==> src/rtl/div8_pkg.sv <==
// Shared types and sizing helpers for the sequential restoring divider.
package div8_pkg;

  typedef enum logic [1:0] {
    IDLE = 2'd0,
    CALC = 2'd1,
    DONE = 2'd2
  } state_t;

  localparam int unsigned DEFAULT_WIDTH = 8;

  // Step counter must hold the values 0..width inclusive.
  function automatic int unsigned cnt_width(input int unsigned width);
    return $clog2(width + 1);
  endfunction

endpackage

==> src/rtl/div8_seq_if.sv <==
// Operand/result handshake bundle for div8_seq.
interface div8_seq_if
  import div8_pkg::*;
#(
  parameter int unsigned WIDTH = DEFAULT_WIDTH
);

  logic [WIDTH-1:0] A;
  logic [WIDTH-1:0] B;
  logic             in_valid;
  logic             in_ready;
  logic [WIDTH-1:0] Q;
  logic [WIDTH-1:0] R;
  logic             DZ;
  logic             out_valid;
  logic             out_ready;

  modport master (
    output A, B, in_valid, out_ready,
    input  in_ready, Q, R, DZ, out_valid
  );

  modport slave (
    input  A, B, in_valid, out_ready,
    output in_ready, Q, R, DZ, out_valid
  );

endinterface

==> src/rtl/div8_seq_div_step.sv <==
// One combinational restoring-division stage: shift in a dividend bit, trial-subtract.
module div_step
  import div8_pkg::*;
#(
  parameter int unsigned WIDTH = DEFAULT_WIDTH
) (
  input  logic [WIDTH:0]   rem_i,
  input  logic             bit_i,
  input  logic [WIDTH-1:0] div_i,
  output logic [WIDTH:0]   rem_o,
  output logic             q_o
);

  logic [WIDTH:0]   shifted;
  logic [WIDTH+1:0] diff;

  always_comb begin
    shifted = {rem_i[WIDTH-1:0], bit_i};
    diff    = {1'b0, shifted} - {2'b00, div_i};
    // A set top remainder bit means the shifted value exceeds any divisor.
    q_o     = ~diff[WIDTH+1] | rem_i[WIDTH];
    rem_o   = q_o ? diff[WIDTH:0] : shifted;
  end

endmodule

==> src/rtl/div8_seq.sv <==
// Sequential unsigned divider: one restoring step per clock, valid/ready on both sides.
module div8_seq
  import div8_pkg::*;
#(
  parameter int unsigned WIDTH = DEFAULT_WIDTH
) (
  input  logic      clk,
  input  logic      rst,
  div8_seq_if.slave bus
);

  localparam int unsigned CNT_W = cnt_width(WIDTH);

  localparam logic [1:0] ST_IDLE = 2'(IDLE);
  localparam logic [1:0] ST_CALC = 2'(CALC);
  localparam logic [1:0] ST_DONE = 2'(DONE);

  logic [1:0]       state_q, state_d;
  logic [WIDTH-1:0] dq_q, dq_d;
  logic [WIDTH-1:0] div_q, div_d;
  logic [WIDTH:0]   rem_q, rem_d;
  logic [CNT_W-1:0] cnt_q, cnt_d;
  logic             dz_q, dz_d;
  logic             in_ready_q, in_ready_d;
  logic             out_valid_q, out_valid_d;

  logic [WIDTH:0]   step_rem;
  logic             step_q;

  div_step #(
    .WIDTH (WIDTH)
  ) u_step (
    .rem_i (rem_q),
    .bit_i (dq_q[WIDTH-1]),
    .div_i (div_q),
    .rem_o (step_rem),
    .q_o   (step_q)
  );

  // Next-state and datapath update; dq doubles as dividend and quotient shift register.
  always_comb begin
    state_d = state_q;
    dq_d    = dq_q;
    div_d   = div_q;
    rem_d   = rem_q;
    cnt_d   = cnt_q;
    dz_d    = dz_q;

    case (state_q)
      ST_IDLE: begin
        if (bus.in_valid) begin
          dq_d    = bus.A;
          div_d   = bus.B;
          rem_d   = '0;
          cnt_d   = '0;
          dz_d    = (bus.B == '0);
          state_d = ST_CALC;
        end
      end
      ST_CALC: begin
        rem_d = step_rem;
        dq_d  = {dq_q[WIDTH-2:0], step_q};
        cnt_d = cnt_q + CNT_W'(1);
        if (cnt_q == CNT_W'(WIDTH - 1)) begin
          state_d = ST_DONE;
        end
      end
      ST_DONE: begin
        if (bus.out_ready) begin
          state_d = ST_IDLE;
        end
      end
      default: begin
        state_d = ST_IDLE;
      end
    endcase

    in_ready_d  = (state_d == ST_IDLE);
    out_valid_d = (state_d == ST_DONE);
  end

  always_ff @(posedge clk or posedge rst) begin
    if (rst) begin
      state_q     <= ST_IDLE;
      dq_q        <= '0;
      div_q       <= '0;
      rem_q       <= '0;
      cnt_q       <= '0;
      dz_q        <= 1'b0;
      in_ready_q  <= 1'b1;
      out_valid_q <= 1'b0;
    end else begin
      state_q     <= state_d;
      dq_q        <= dq_d;
      div_q       <= div_d;
      rem_q       <= rem_d;
      cnt_q       <= cnt_d;
      dz_q        <= dz_d;
      in_ready_q  <= in_ready_d;
      out_valid_q <= out_valid_d;
    end
  end

  assign bus.in_ready  = in_ready_q;
  assign bus.out_valid = out_valid_q;
  assign bus.Q         = dq_q;
  assign bus.R         = rem_q[WIDTH-1:0];
  assign bus.DZ        = dz_q;

endmodule
==> src/flat_wrapper.sv <==
// flat-port wrapper written by rule: the top's interface ports become plain ports
module div8_seq_flat import div8_pkg::*;
#(
  parameter int unsigned WIDTH = DEFAULT_WIDTH
)
  (clk, rst, bus_A, bus_B, bus_in_valid, bus_out_ready, bus_in_ready, bus_Q, bus_R, bus_DZ, bus_out_valid);
  div8_seq_if #(.WIDTH(WIDTH)) bus_i ();
  input  logic clk;
  input  logic rst;
  input wire logic [$bits(bus_i.A)-1:0] bus_A;
  input wire logic [$bits(bus_i.B)-1:0] bus_B;
  input wire logic [$bits(bus_i.in_valid)-1:0] bus_in_valid;
  input wire logic [$bits(bus_i.out_ready)-1:0] bus_out_ready;
  output wire logic [$bits(bus_i.in_ready)-1:0] bus_in_ready;
  output wire logic [$bits(bus_i.Q)-1:0] bus_Q;
  output wire logic [$bits(bus_i.R)-1:0] bus_R;
  output wire logic [$bits(bus_i.DZ)-1:0] bus_DZ;
  output wire logic [$bits(bus_i.out_valid)-1:0] bus_out_valid;
  assign bus_i.A = bus_A;
  assign bus_i.B = bus_B;
  assign bus_i.in_valid = bus_in_valid;
  assign bus_i.out_ready = bus_out_ready;
  assign bus_in_ready = bus_i.in_ready;
  assign bus_Q = bus_i.Q;
  assign bus_R = bus_i.R;
  assign bus_DZ = bus_i.DZ;
  assign bus_out_valid = bus_i.out_valid;
  div8_seq #(.WIDTH(WIDTH)) u_core (.clk(clk), .rst(rst), .bus(bus_i));
endmodule
==> config.mk <==
export PLATFORM = sky130hd
export DESIGN_NAME = div8_seq_flat
export DESIGN_NICKNAME = d
export VERILOG_FILES = /design/src/rtl/div8_pkg.sv /design/src/rtl/div8_seq_if.sv /design/src/rtl/div8_seq_div_step.sv /design/src/rtl/div8_seq.sv /design/src/flat_wrapper.sv
export SDC_FILE = /design/constraint.sdc
export NUM_CORES = 1
export LEC_CHECK = 0
export CAP_MARGIN = 25
export CORE_AREA = 2 2 66 68
export DETAILED_ROUTE_END_ITERATION = 7
export DIE_AREA = 0 0 68 70
export PLACE_DENSITY = 0.85
export SLEW_MARGIN = 20
export SYNTH_ARGS = -nofsm -noshare
export SYNTH_HDL_FRONTEND = slang
export SYNTH_SLANG_ARGS = --single-unit
==> constraint.sdc <==
create_clock -name clk -period 4.84 [get_ports clk]
set_input_delay 0.968 -clock clk [delete_from_list [all_inputs] [get_ports clk]]
set_output_delay 0.968 -clock clk [all_outputs]
set_load 0.005 [all_outputs]
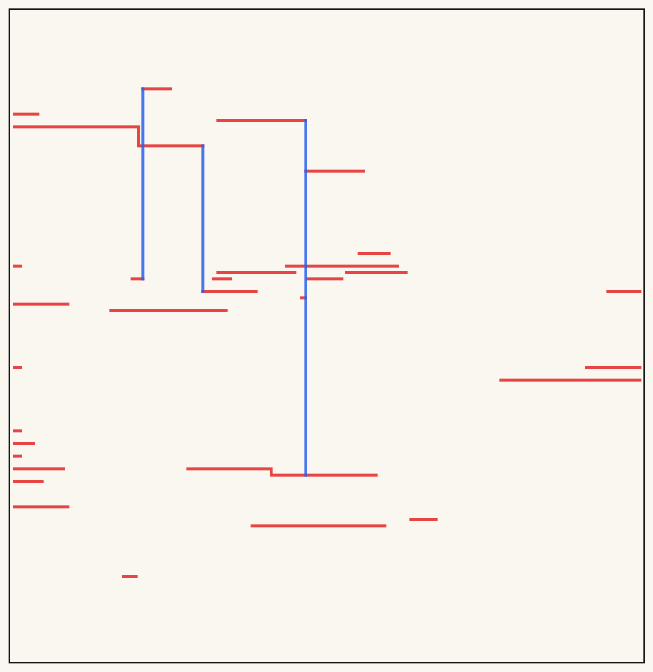
metal_stack.png
Two of the layers only.
color	layer	wire length
blue	met4	74.1 µm
red	met3	187 µm

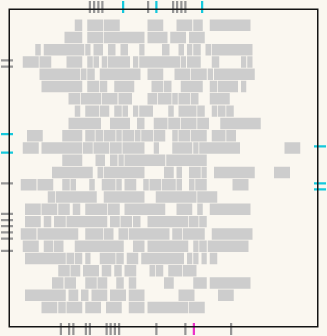
pins.png
Pins as bars across the die edge, other pins in gray.
color	port	pins	direction	edge
magenta	bus_in_ready	1	output	bottom
cyan	bus_R	8	output	3 top, 3 right, 2 left
all pins by edge	13 bottom, 12 top, 11 left, 3 right
overall die width: 68 µm
number of buffers inserted by port buffering: 38

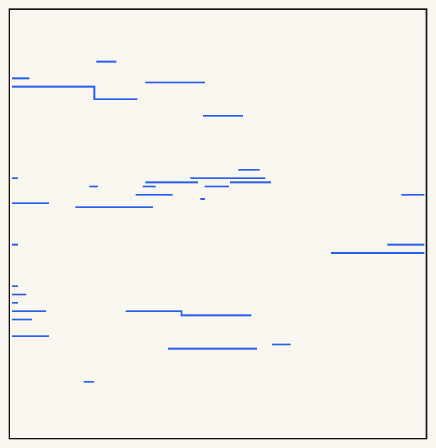
met3.png
main direction	horizontal
nets with wire on the layer	25
share of all routed wire	4.5%
longest straight run	15.0 µm
wire length on this layer	187 µm

==> metrics.log <==
[report] extracting results
[metrics] run status: complete, no violations
[metrics] combinational cell area excluding buffers and inverters: 927.1 µm²
[metrics] CTS H-tree depth: 2
[metrics] top cells by count: sky130_fd_sc_hd__dfrtp_1 (33), sky130_fd_sc_hd__nand2_1 (27), sky130_fd_sc_hd__o21ai_1 (19)
[metrics] initial DRC count: 91
[metrics] delay of the slowest cell on the worst path: 0.43 ns
[metrics] Worst Tran Pin Value: 0.6682 ns
[metrics] Mapped Avg Cell Area: 9.357 µm²
[metrics] number of antenna-violating nets in the routed design: 0
[metrics] flip-flops with a built-in enable: 0
[metrics] Clk. pwr: 265 µW
[metrics] Setup TNS Final: 0 ns
[metrics] later-pin clock latency in the skew report: 0.29 ns
[metrics] type of destination of the critical path: flop
[metrics] layout net count: 265
[metrics] group with the largest share of power: combinational cells
[metrics] I/O pin total: 39
[metrics] Stages on worst setup path: 9
[metrics] distinct cell type count after synthesis: 43
[metrics] number of global-route vias before repair: 1590
[metrics] switching part of the total: 41.16%
[metrics] post-layout period usage: 50.44%
[metrics] VDD IR max: 0.3845 mV
[metrics] Flop pwr share: 28.8%
[metrics] highest-count cells in the layout ignoring fill and taps: sky130_fd_sc_hd__clkdlybuf4s50_1 (38), sky130_fd_sc_hd__dfrtp_1 (33), sky130_fd_sc_hd__nand2_1 (27), sky130_fd_sc_hd__o21ai_1 (19)
[metrics] post-CTS setup repair buffer count: 0
[metrics] top comb family, area: AND-OR/OR-AND gates
[metrics] XORs/XNORs by Area: 2.713%
[metrics] number of inserted filler cells in the final layout: 359
[metrics] number of clock sinks: 34
[metrics] count of clock-net buffers in the final layout: 5
[metrics] reg2reg end: u_core.rem_q[8]
[metrics] inverters: 11
[metrics] Max-Slew Margin vs Limit: 55.42%
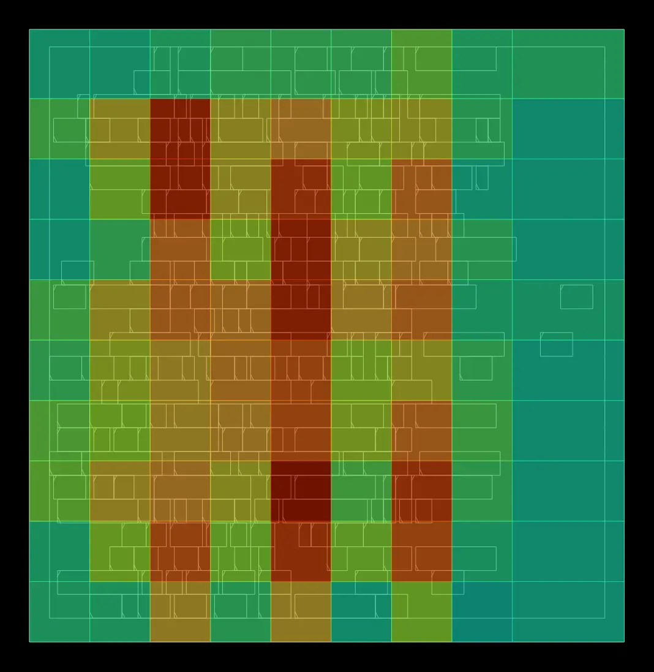
final_congestion.png
Final Core Density: 57.97%
WL per Instance: 14.44 µm
busiest grt layer: met2
GRT Overall Usage: 19.34%

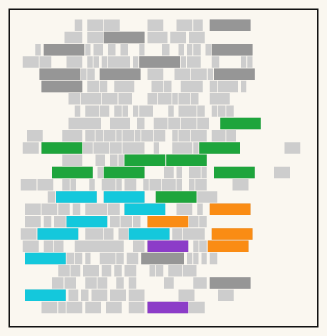
registers.png
color	signal	sequential cells
orange	u_core.cnt_q	4
green	u_core.rem_q	9
cyan	u_core.bus.Q	8
purple	u_core.state_q	2
not colored	11
sequential fraction of total cell area: 35.47%
sequential group power: 566 µW
Sequential Area: 852.1 µm²

-- worst register-to-register path, stage by stage (launching register included) --
cell	delay [ns]
sky130_fd_sc_hd__dfrtp_1	0.40
sky130_fd_sc_hd__inv_1	0.08
sky130_fd_sc_hd__ha_1	0.17
sky130_fd_sc_hd__inv_1	0.05
sky130_fd_sc_hd__fa_1	0.40
sky130_fd_sc_hd__a21o_1	0.21
sky130_fd_sc_hd__a221oi_1	0.43
sky130_fd_sc_hd__o21ai_0	0.18
sky130_fd_sc_hd__xnor2_1	0.16
sky130_fd_sc_hd__a32o_1	0.26
-- per-layer routing --
layer | track usage (%) | share of wire [%] | up-vias
met3 | 4.509 | 4.5 | 8
met1 | 25.29 | 43 | 801
li1 | - | - | 783
met4 | 7.778 | 1.8 | 0
met5 | 0 | 0 | -
met2 | 30.53 | 51 | 43
No activity file was given, so power comes from the tool's default toggle rates.
